==> src/rtl/chroma_key_ctrl.sv <==
// Chroma key mixer control. Thresholds are double-buffered and change only on frame
// boundaries. They are loaded either by a host write or by auto-calibration over a pixel window.
module chroma_key_ctrl #(
    parameter int         H_ACTIVE   = 640,
    parameter int         V_ACTIVE   = 480,
    parameter int         WIN_X0     = 312,
    parameter int         WIN_Y0     = 232,
    parameter int         WIN_LOG2   = 4,
    parameter logic [7:0] G_MIN_RST  = 8'd10,
    parameter logic [7:0] RG_MAX_RST = 8'd6
) (
    input  logic        clk,
    input  logic        rst,
    input  logic        i_frame_start,
    input  logic        i_pixel_valid,
    input  logic [15:0] rgb_data,
    input  logic        cfg_wr,
    input  logic [7:0]  cfg_G_min,
    input  logic [7:0]  cfg_RG_max,
    input  logic        cal_start,
    input  logic [3:0]  cal_offset,
    output logic [7:0]  G_min,
    output logic [7:0]  RG_max,
    output logic        mix_enable,
    output logic        cal_busy,
    output logic        cal_done
);

    localparam int XW    = $clog2(H_ACTIVE);
    localparam int YW    = $clog2(V_ACTIVE + 1);
    localparam int SW    = 4 + 2 * WIN_LOG2;
    localparam int WIN_N = 2 ** WIN_LOG2;

    localparam logic [XW-1:0] X_LAST = XW'(H_ACTIVE - 1);
    localparam logic [XW-1:0] WX_LO  = XW'(WIN_X0);
    localparam logic [XW-1:0] WX_HI  = XW'(WIN_X0 + WIN_N - 1);
    localparam logic [YW-1:0] WY_LO  = YW'(WIN_Y0);
    localparam logic [YW-1:0] WY_HI  = YW'(WIN_Y0 + WIN_N - 1);
    localparam logic [YW-1:0] Y_END  = YW'(V_ACTIVE);

    typedef enum logic [2:0] {
        S_IDLE,
        S_WAIT_FRAME,
        S_SAMPLE,
        S_COMPUTE,
        S_COMMIT
    } state_t;

    state_t         r_state;
    state_t         w_nextState;

    logic [XW-1:0]  r_x;
    logic [YW-1:0]  r_y;
    logic [SW-1:0]  r_sumG;
    logic [3:0]     r_maxR;
    logic [3:0]     r_maxB;
    logic [3:0]     r_shadowG;
    logic [3:0]     r_shadowRG;
    logic           r_pending;
    logic [7:0]     r_gMin;
    logic [7:0]     r_rgMax;
    logic           r_mixEnable;
    logic           r_calDone;

    logic [3:0]     w_pixR;
    logic [3:0]     w_pixG;
    logic [3:0]     w_pixB;
    logic           w_pixelAccept;
    logic           w_inWindow;
    logic           w_lastPixel;
    logic           w_cfgAccept;
    logic [3:0]     w_avgG;
    logic [3:0]     w_calG;
    logic [3:0]     w_maxRB;
    logic [4:0]     w_rgSum;
    logic [3:0]     w_calRG;
    logic           w_unused;

    assign w_pixR   = rgb_data[11:8];
    assign w_pixG   = rgb_data[7:4];
    assign w_pixB   = rgb_data[3:0];
    assign w_unused = ^{rgb_data[15:12], cfg_G_min[7:4], cfg_RG_max[7:4]};

    // A pixel on the same cycle as i_frame_start belongs to no frame and is dropped.
    assign w_pixelAccept = i_pixel_valid && !i_frame_start && (r_y < Y_END);
    assign w_inWindow    = w_pixelAccept && (r_x >= WX_LO) && (r_x <= WX_HI)
                           && (r_y >= WY_LO) && (r_y <= WY_HI);
    assign w_lastPixel   = w_inWindow && (r_x == WX_HI) && (r_y == WY_HI);
    assign w_cfgAccept   = cfg_wr && (r_state == S_IDLE);

    assign w_avgG  = r_sumG[SW-1 -: 4];
    assign w_calG  = (w_avgG > cal_offset) ? (w_avgG - cal_offset) : 4'd0;
    assign w_maxRB = (r_maxR > r_maxB) ? r_maxR : r_maxB;
    assign w_rgSum = {1'b0, w_maxRB} + {1'b0, cal_offset};
    assign w_calRG = w_rgSum[4] ? 4'hF : w_rgSum[3:0];

    always_ff @(posedge clk or posedge rst) begin
        if (rst) begin
            r_x <= '0;
            r_y <= '0;
        end else if (i_frame_start) begin
            r_x <= '0;
            r_y <= '0;
        end else if (w_pixelAccept) begin
            if (r_x == X_LAST) begin
                r_x <= '0;
                r_y <= r_y + YW'(1);
            end else begin
                r_x <= r_x + XW'(1);
            end
        end
    end

    always_ff @(posedge clk or posedge rst) begin
        if (rst) begin
            r_state <= S_IDLE;
        end else begin
            r_state <= w_nextState;
        end
    end

    always_comb begin
        w_nextState = r_state;
        case (r_state)
            S_IDLE:       if (cal_start)     w_nextState = S_WAIT_FRAME;
            S_WAIT_FRAME: if (i_frame_start) w_nextState = S_SAMPLE;
            S_SAMPLE:     if (w_lastPixel)   w_nextState = S_COMPUTE;
            S_COMPUTE:                       w_nextState = S_COMMIT;
            S_COMMIT:     if (i_frame_start) w_nextState = S_IDLE;
            default:                         w_nextState = S_IDLE;
        endcase
    end

    // Any frame start while sampling restarts the window in the new frame.
    always_ff @(posedge clk or posedge rst) begin
        if (rst) begin
            r_sumG <= '0;
            r_maxR <= '0;
            r_maxB <= '0;
        end else if (i_frame_start && (r_state == S_WAIT_FRAME || r_state == S_SAMPLE)) begin
            r_sumG <= '0;
            r_maxR <= '0;
            r_maxB <= '0;
        end else if (r_state == S_SAMPLE && w_inWindow) begin
            r_sumG <= r_sumG + SW'(w_pixG);
            if (w_pixR > r_maxR) r_maxR <= w_pixR;
            if (w_pixB > r_maxB) r_maxB <= w_pixB;
        end
    end

    // A host write that lands on a frame start bypasses the shadow and commits at once.
    always_ff @(posedge clk or posedge rst) begin
        if (rst) begin
            r_shadowG   <= '0;
            r_shadowRG  <= '0;
            r_pending   <= 1'b0;
            r_gMin      <= G_MIN_RST;
            r_rgMax     <= RG_MAX_RST;
            r_mixEnable <= 1'b0;
        end else if (i_frame_start && w_cfgAccept) begin
            r_gMin      <= {4'b0, cfg_G_min[3:0]};
            r_rgMax     <= {4'b0, cfg_RG_max[3:0]};
            r_pending   <= 1'b0;
            r_mixEnable <= 1'b1;
        end else if (i_frame_start && r_pending) begin
            r_gMin      <= {4'b0, r_shadowG};
            r_rgMax     <= {4'b0, r_shadowRG};
            r_pending   <= 1'b0;
            r_mixEnable <= 1'b1;
        end else if (w_cfgAccept) begin
            r_shadowG   <= cfg_G_min[3:0];
            r_shadowRG  <= cfg_RG_max[3:0];
            r_pending   <= 1'b1;
        end else if (r_state == S_COMPUTE) begin
            r_shadowG   <= w_calG;
            r_shadowRG  <= w_calRG;
            r_pending   <= 1'b1;
        end
    end

    always_ff @(posedge clk or posedge rst) begin
        if (rst) begin
            r_calDone <= 1'b0;
        end else begin
            r_calDone <= (r_state == S_COMMIT) && i_frame_start;
        end
    end

    assign G_min      = r_gMin;
    assign RG_max     = r_rgMax;
    assign mix_enable = r_mixEnable;
    assign cal_busy   = (r_state != S_IDLE);
    assign cal_done   = r_calDone;

endmodule

==> config.mk <==
export PLATFORM = sky130hd
export DESIGN_NAME = chroma_key_ctrl
export DESIGN_NICKNAME = d
export VERILOG_FILES = /design/src/rtl/chroma_key_ctrl.sv
export SDC_FILE = /design/constraint.sdc
export NUM_CORES = 1
export LEC_CHECK = 0
export ABC_AREA = 1
export CORE_MARGIN = 2
export CORE_UTILIZATION = 24
export CTS_CLUSTER_SIZE = 8
export DETAILED_ROUTE_END_ITERATION = 16
export GPL_TIMING_DRIVEN = 0
export HOLD_SLACK_MARGIN = 0.06
export PLACE_DENSITY_LB_ADDON = 0.1
export SETUP_SLACK_MARGIN = 0.3
export SKIP_LAST_GASP = 1
export SYNTH_ARGS = -nofsm -noshare
export SYNTH_HDL_FRONTEND = slang
export SYNTH_SLANG_ARGS = --single-unit
==> constraint.sdc <==
create_clock -name clk -period 4.4 [get_ports clk]
set_input_delay 1.32 -clock clk [delete_from_list [all_inputs] [get_ports clk]]
set_output_delay 1.32 -clock clk [all_outputs]
set_load 0.02 [all_outputs]
Fig. 1: run 1, clock nets
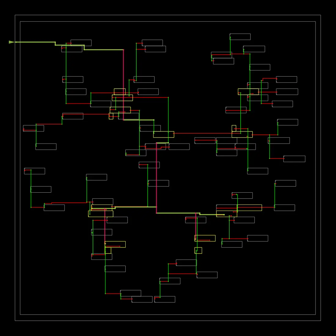
clk sinks: 61
Num CTS Buffers: 9
flop count: 61
Worst Skew: 0.00692 ns

Fig. 2: run 1, gate families picked out
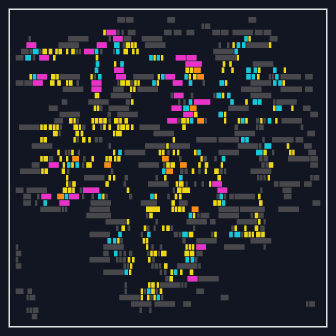
cyan -> aoi and oai cells  # cells 73
magenta -> fa/ha/maj cells  # cells 31
orange -> xor and xnor cells  # cells 11
yellow -> nand cells  # cells 223

Fig. 3: run 1, placed cells, one colour a class
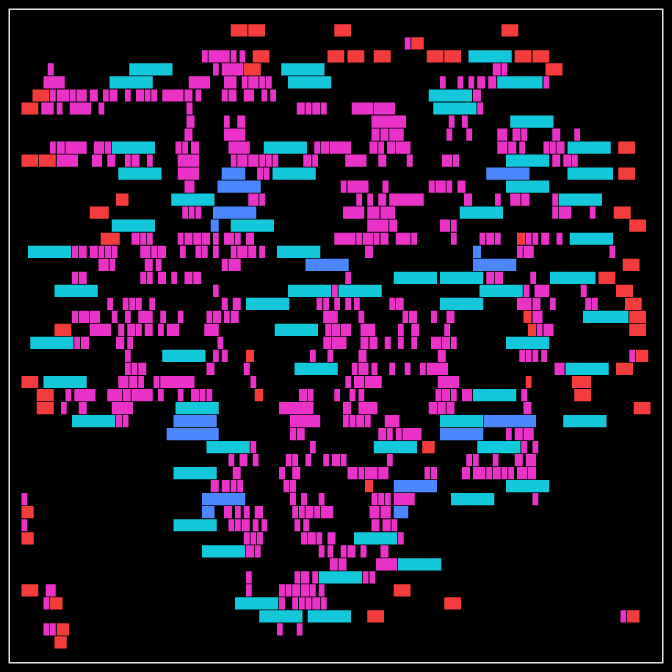
cyan -> sequential cells  # cells 61
red -> remaining buffers and delay cells  # cells 59
magenta -> remaining logic cells  # cells 493
blue -> clock drivers and dummy loads  # cells 16

==> flow_metrics.py, run 1 <==
# Generated from Yosys and OpenROAD reports
metrics = {
    "clocking": {
        "ctsResizeCount": 0,
        "cts_hold_buf": 0,
        "clock_latency_ns": 0.33,
        "cts_max_level": 3,
        "clk_pin_slew_ns": 0.06,
        "cts.path.max_buffers": 2,
    },
    "grt": {
        "grt_usage_pct": 12.2,
        "grt_pass1_vias": 3633,
        "grt.met1_usage_pct": 16.0,
        "grt_max_degree": 62,
        "grt.busiest_layer": "met2",
        "met2_usage_pct": 20.1,
    },
    "worst_setup_path": {
        "cp-startpoint": "rgb_data[4]",
        "r2r_slack_ns": 1.67,
        "cp_max_fo": 5,
        "end_kind": "flop",
        "slowest_delay_ns": 0.47,
        "crit_end": "r_sumG[4]$_DFFE_PP0P_",
        "worst_ep_arrival_time_ns": 3.26,
        "r2r-end": "r_shadowRG[3]$_DFFE_PP0P_",
        "worst_ep_required_time_ns": 4.62,
        "r2r_start": "r_maxB[1]$_DFFE_PP0P_",
        "rr_worst_depth": 12,
    },
    "finish": {
        "seq_area_share_pct": 29.3,
        "final_common_cell": "nand2_1",
        "stdcell_count": 854,
        "layout.non_clock_buffers": 59,
        "final_cell_mix": "nand2_1, inv_1, dfrtp_1, nor2_1, nand3_1",
        "clock_buffers": 10,
        "clock_area_share_pct": 6.23,
        "buf_share_pct": 10.2,
        "largestRegisters": "r_sumG x12, r_x x10, r_y x9",
        "sh_comb_area_pct": 43.3,
        "largest_register_ffs": 12,
        "area_growth_syn_to_layout_pct": 24.5,
        "nFillCells": 1884,
        "diodes": 0,
        "nets": 697,
        "nNonClkInverters": 75,
    },
    "synth": {
        "syn_area_per_cell_um2": 7.39,
        "top_cell_area_share_pct": 34.0,
        "area_leaders": "dfrtp_1, nand2_1, ha_1",
        "adder_share_pct": 9.79,
        "synthTopCellsByCount": "nand2_1, inv_1, dfrtp_1",
        "top_logic_kind": "simple AND/OR/NAND/NOR gates",
        "yosys_most_used_dff": "dfrtp_1",
        "simple_gate_area_share_pct": 31.6,
        "yosys-stat-cells": 567,
        "muxShareOfSynthArea_pct": 0,
        "yosysWarnings": 0,
        "ys_ff": 61,
    },
    "drt": {
        "vias": 3726,
        "wl_per_cell_um": 12.4,
        "drt-total-wl_um": 10600,
        "top_layer_used": "met4",
        "vias_per_cell": 4.36,
        "drtAntennaViolNets": 0,
        "dr_wl_met2_um": 4890,
        "drt_iter0_drc": 232,
        "route.detailed.drc": 0,
        "first_pass_iters": 4,
    },
    "sta": {
        "rsz0062_at_grt": "false",
        "worst_slack_ns": 1.37,
        "period_needed_ns": 3.03,
        "slew_violations": 0,
        "setup-violations-final": 0,
        "max_freq_ghz": 0.330,
        "tightest_slew_ns": 0.812,
        "tns_ns": 0,
    },
    "status": {
        "status": "completed",
    },
    "floorplanning": {
        "coreArea_um2": 17200,
        "die_h_um": 136,
        "n_tap_cell": 225,
        "rows": 48,
        "die-area_um2": 18500,
        "die_w_um": 136,
        "core_util_floorplan_pct": 24.4,
    },
    "placement": {
        "placed_cells": 838,
        "dp_slack_ns": 1.03,
        "routabilityCongestion": 0.784,
    },
    "pwr": {
        "max-vdd-ir-drop_mv": 0.194,
        "cellPowerDensity_nw_per_um2": 418,
        "power.leakage_nw": 2.49,
    },
    "hold_path": {
        "hp-class": "flop to flop",
    },
    "flow_run": {
        "tool_warnings": 42,
    },
}
[run 1: per-stage QoR]
step / hold slack [ns] / power, mW / util [%] / cell area (µm²)
CTS: 0.467 / 2.22 / 30.4 / 5220
global route: 0.476 / 2.34 / 30.4 / 5220
floorplan: 0.444 / 1.18 / - / 4220
global placement: 0.453 / 1.42 / 28.5 / 4890
detailed placement: 0.457 / 1.43 / 28.5 / 4890
finish: 0.467 / 2.18 / 30.4 / 5220
[run 1: how the worst min path moves through the flow]
stage	from	end	slack [ns]	cells past startpoint
6_report	RG_max[1]$_DFFE_PP1N_	RG_max[1]$_DFFE_PP1N_	0.47	2
5_1_grt	RG_max[1]$_DFFE_PP1N_	RG_max[1]$_DFFE_PP1N_	0.48	2
4_1_cts	RG_max[1]$_DFFE_PP1N_	RG_max[1]$_DFFE_PP1N_	0.47	2
3_5_place_dp	RG_max[1]$_DFFE_PP1N_	RG_max[1]$_DFFE_PP1N_	0.46	2
3_3_place_gp	mix_enable$_DFFE_PP0N_	mix_enable$_DFFE_PP0N_	0.45	1
2_1_floorplan	r_shadowG[0]$_DFFE_PP0P_	r_shadowG[0]$_DFFE_PP0P_	0.44	2
[run 1: critical path: cells and delay by family]
| kind | cells | cell delay (ns) |
|---|---|---|
| adders and majority gates | 2 | 0.63 |
| and+or+nand+nor | 3 | 0.16 |
| xor gates and xnor gates | 1 | 0.18 |
| AOI/OAI and AO/OA | 1 | 0.44 |
| buffers and inverters | 2 | 0.53 |
[run 1: report_power, final]
| part | internal (mW) | switching (mW) | leakage [nW] |
|---|---|---|---|
| clock | 0.510 | 0.263 | 0.158 |
| sequential | 0.670 | 0.0639 | 0.809 |
| combinational | 0.259 | 0.417 | 1.52 |
| total | 1.44 | 0.743 | 2.49 |
--- run 2 (diff from run 1) ---
Clock period 4.4 ns to 2.5 ns, I/O delays scaled along.
Fig. 4: run 2, placed cells, one colour a class
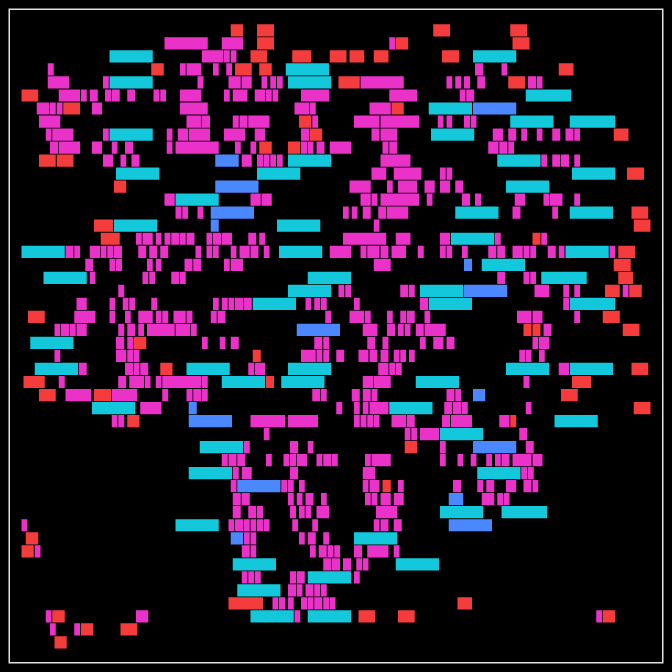
red -> remaining buffers and delay cells  # cells 72
magenta -> remaining logic cells  # cells 493
blue -> clock drivers and dummy loads  # cells 16
cyan -> sequential cells  # cells 61

==> run 2 against run 1 <==
Setup slack worse by 1.2 ns. Via count is 1.7% higher. Critical endpoint is now r_shadowRG[1]$_DFFE_PP0P_. Clock power up 52%. Synthesized cell count unchanged. Critical path type is now flop to flop. Highest routed layer unchanged. Combinational power grew 79%.
==> flow_metrics.py, run 2 <==
# Generated from Yosys and OpenROAD reports
metrics = {
    "status": {
        "status": "completed",
    },
    "hold_path": {
        "holdPathEnd": "RG_max[1]$_DFFE_PP1N_",
        "min_from": "RG_max[1]$_DFFE_PP1N_",
    },
    "worst_setup_path": {
        "crit_end": "r_shadowRG[1]$_DFFE_PP0P_",
        "r2r_start": "r_maxB[1]$_DFFE_PP0P_",
        "rr_worst_depth": 13,
        "r2r-end": "r_shadowRG[1]$_DFFE_PP0P_",
        "cp_max_fo": 7,
        "cp-startpoint": "r_maxB[1]$_DFFE_PP0P_",
    },
    "finish": {
        "final_area_um2": 5470,
        "utilization_pct": 31.9,
        "stdcell_count": 867,
        "nFillCells": 1909,
        "diodes": 0,
        "largest_register_ffs": 12,
        "final_cell_mix": "nand2_1, inv_1, dfrtp_1, nor2_1, nand3_1",
    },
    "placement": {
        "dp_slack_ns": -0.264,
        "placed_cells": 839,
        "routabilityCongestion": 0.796,
        "placed_area_um2": 4920,
    },
    "clocking": {
        "cts.path.max_buffers": 2,
        "cts_buffers": 9,
        "cts_hold_buf": 0,
        "clock_latency_ns": 0.34,
    },
    "floorplanning": {
        "die_h_um": 136,
        "die_w_um": 136,
        "core_util_floorplan_pct": 24.4,
    },
    "drt": {
        "first_pass_iters": 4,
        "wl_per_cell_um": 12.6,
        "route.detailed.drc": 0,
    },
    "pwr": {
        "max-vdd-ir-drop_mv": 0.276,
        "cellPowerDensity_nw_per_um2": 672,
    },
    "sta": {
        "skew_ns": 0.00659,
        "period_needed_ns": 2.32,
        "setup-violations-final": 0,
    },
    "grt": {
        "grt_usage_pct": 12.6,
    },
    "flow_run": {
        "tool_warnings": 45,
    },
    "synth": {
        "yosysWarnings": 0,
        "yosys-stat-cells": 567,
        "top_cell_area_share_pct": 34.0,
        "yosys_most_used_dff": "dfrtp_1",
    },
}
Fig. 5: run 2, gate families picked out
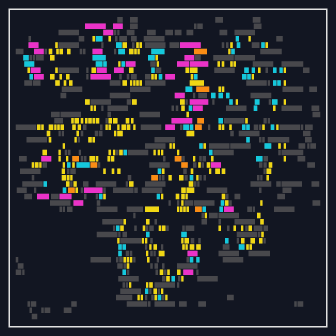
orange -> xor and xnor cells  # cells 11
cyan -> aoi and oai cells  # cells 73
yellow -> nand cells  # cells 223
magenta -> fa/ha/maj cells  # cells 31

run 2: cell types whose count changed in the layout (fill, tap and decap cells not counted), sizes merged, moves of 2 or more:
| cell | delta |
|---|---|
| buf | +13 |
| clkdlybuf4s50 | -9 |
| dlygate4sd2 | +7 |
| bufinv | -2 |
| clkinvlp | +2 |
| dlymetal6s2s | +2 |
run 2: kinds of logic (layout without fill, tap and decap cells):
logic type,after synthesis,in the layout,share of synthesized area [%]
and+or+nand+nor,295,295,31.6
buffers and inverters,95,163,10.2
AOI/OAI and AO/OA,73,73,9.49
DFF,61,61,36.5
adders and majority gates,31,31,9.79
xor gates and xnor gates,11,11,2.30
other,1,8,0.0894
run 2: timing repair:
action | in CTS | in global routing
resized | 31 | 23
endpoints found under the setup margin | 16 | 27
setup buffers | 4 | 8
pin swaps | 6 | 8
run 2: critical path: cells and delay by family, from the launching register on:
kind	cells	cell delay, ns
DFF	1	0.39
buffers and inverters	1	0.08
and+or+nand+nor	3	0.28
AOI/OAI and AO/OA	6	0.61
adders and majority gates	3	0.84
run 2: layout make-up:
type | count | share of cell area, %
timing repair buffer | 52 | 9.14
sequential | 61 | 28.0
clock inverter | 6 | 0.709
inverter | 75 | 5.26
multi-input combinational | 418 | 44.8
clock buffer | 10 | 4.37
tap | 225 | 5.14
buffer | 20 | 2.61
run 2: metal layers:
layer | vias up | track usage (%)
met1 | 1730 | 17.0
met4 | 0 | 5.15
met3 | 11 | 2.20
li1 | 1987 | -
met2 | 60 | 20.0
met5 | - | 0
run 2: power by group:
group	switching, mW	total (mW)	internal (mW)
clock network	0.476	1.17	0.693
registers	0.123	1.30	1.18
logic	0.753	1.21	0.455
--- run 3 (diff from run 2) ---
Settings changed: CAP_MARGIN set to 20.
Fig. 6: run 3, gate families picked out
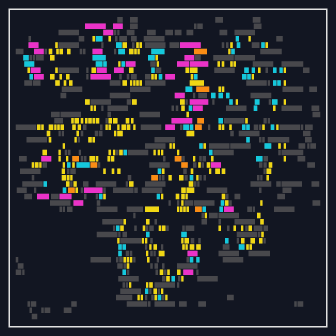
orange -> xor and xnor cells  # cells 11
yellow -> nand cells  # cells 223
magenta -> fa/ha/maj cells  # cells 31
cyan -> aoi and oai cells  # cells 73

==> run 3 against run 2 <==
Area after synthesis did not move. Combinational power about the same. Wire length unchanged. Highest routed layer unchanged. Die area unchanged. Clock skew unchanged. Critical endpoint unchanged. Critical path depth unchanged. Largest power group unchanged. Critical path type unchanged. Hold slack unchanged.
==> flow_metrics.py, run 3 <==
# Generated from Yosys and OpenROAD reports
metrics = {
    "status": {
        "status": "completed",
    },
    "drt": {
        "vias_per_cell": 4.37,
        "route.detailed.drc": 0,
        "wl_per_cell_um": 12.6,
        "drt-total-wl_um": 10900,
        "drtAntennaViolNets": 0,
        "vias": 3788,
        "first_pass_iters": 4,
    },
    "pwr": {
        "clockPowerShare_pct": 31.8,
        "power.total_mw": 3.68,
        "power.leakage_nw": 2.58,
        "p_sw_mw": 1.35,
        "power-top-group": "sequential cells",
        "p_sw_share_pct": 36.7,
        "max-vdd-ir-drop_mv": 0.276,
        "p_seq_share_pct": 35.4,
    },
    "clocking": {
        "cts_max_level": 3,
        "cts_buffers": 9,
        "cts.path.max_buffers": 2,
        "clk_pin_slew_ns": 0.06,
        "clock_latency_ns": 0.34,
    },
    "finish": {
        "final_area_um2": 5470,
        "sh_comb_area_pct": 44.8,
        "final_common_cell": "nand2_1",
        "area_growth_syn_to_layout_pct": 30.6,
        "clock_buffers": 10,
        "logic_gate_count": 418,
        "nFillCells": 1909,
        "seq_cells": 61,
        "utilization_pct": 31.9,
        "diodes": 0,
        "layout.non_clock_buffers": 72,
        "buf_share_pct": 11.7,
        "clock_area_share_pct": 5.07,
    },
    "sta": {
        "hold_ws_ns": 0.467,
        "slew_violations": 0,
        "period_needed_ns": 2.32,
        "tns_ns": 0,
    },
    "grt": {
        "grt.met1_usage_pct": 17.0,
        "grt.busiest_layer": "met2",
    },
    "synth": {
        "yosysWarnings": 0,
        "top_logic_kind": "simple AND/OR/NAND/NOR gates",
        "adder_share_pct": 9.79,
        "simple_gate_area_share_pct": 31.6,
        "yosys_most_used_dff": "dfrtp_1",
        "ys_ff": 61,
    },
    "placement": {
        "placed_cells": 839,
        "dp_slack_ns": -0.264,
    },
    "floorplanning": {
        "die_h_um": 136,
        "coreArea_um2": 17200,
        "die-area_um2": 18500,
        "die_w_um": 136,
    },
    "worst_setup_path": {
        "cp_max_fo": 7,
        "end_kind": "flop",
    },
    "hold_path": {
        "hp-class": "flop to flop",
    },
}
Fig. 7: run 3, placed cells, one colour a class
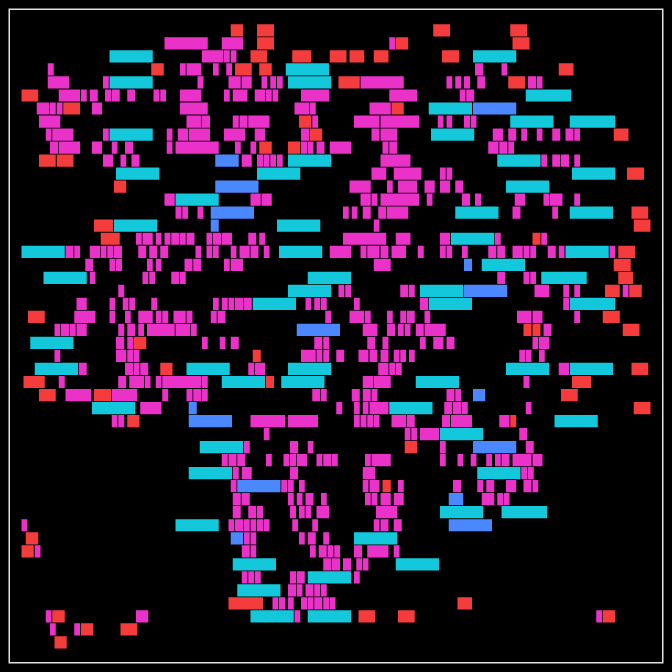
blue -> clock drivers and dummy loads  # cells 16
cyan -> sequential cells  # cells 61
red -> remaining buffers and delay cells  # cells 72
magenta -> remaining logic cells  # cells 493

-- run 3: cell counts after synthesis --
Identical to the previous run, type by type.
-- run 3: routing by layer --
| metal | routed length, µm | up-vias |
|---|---|---|
| met3 | 428 | 11 |
| met2 | 5040 | 60 |
| met5 | 0 | - |
| met1 | 5250 | 1730 |
| met4 | 196 | 0 |
| li1 | - | 1987 |
-- run 3: final timing paths --
check | start | to | slack, ns | cells after the start
min | RG_max[1]$_DFFE_PP1N_ | RG_max[1]$_DFFE_PP1N_ | 0.47 | 2
max | r_maxB[1]$_DFFE_PP0P_ | r_shadowRG[1]$_DFFE_PP0P_ | 0.18 | 13
min in group asynchronous | rst | r_x[6]$_DFFE_PP0P_ | 0.87 | 2
max in group asynchronous | rst | RG_max[1]$_DFFE_PP1N_ | 0.97 | 3
max reg2reg | r_maxB[1]$_DFFE_PP0P_ | r_shadowRG[1]$_DFFE_PP0P_ | 0.18 | 13
min reg2reg | RG_max[1]$_DFFE_PP1N_ | RG_max[1]$_DFFE_PP1N_ | 0.47 | 2
-- run 3: timing repair --
action / in CTS / in global routing
gates cloned: 0 / 0
resized: 31 / 23
endpoints found under the setup margin: 16 / 27
buffers inserted: 4 / 8
pin swaps: 6 / 8
-- run 3: kinds of logic (layout without fill, tap and decap cells) --
logic type / count (synthesis) / in the layout
XOR/XNOR: 11 / 11
AND/OR/NAND/NOR: 295 / 295
other: 1 / 8
buffers and inverters: 95 / 163
adder cells (fa/ha/maj): 31 / 31
AND-OR/OR-AND: 73 / 73
flip-flops: 61 / 61
-- run 3: worst max-delay path, delay by kind of cell, from the launching register on --
family / cells / cell delay (ns)
flops: 1 / 0.39
buf+inv: 1 / 0.08
compound gates: 6 / 0.61
fa+ha+maj: 3 / 0.84
simple gates: 3 / 0.28
No activity file was given, so power comes from the tool's default toggle rates.
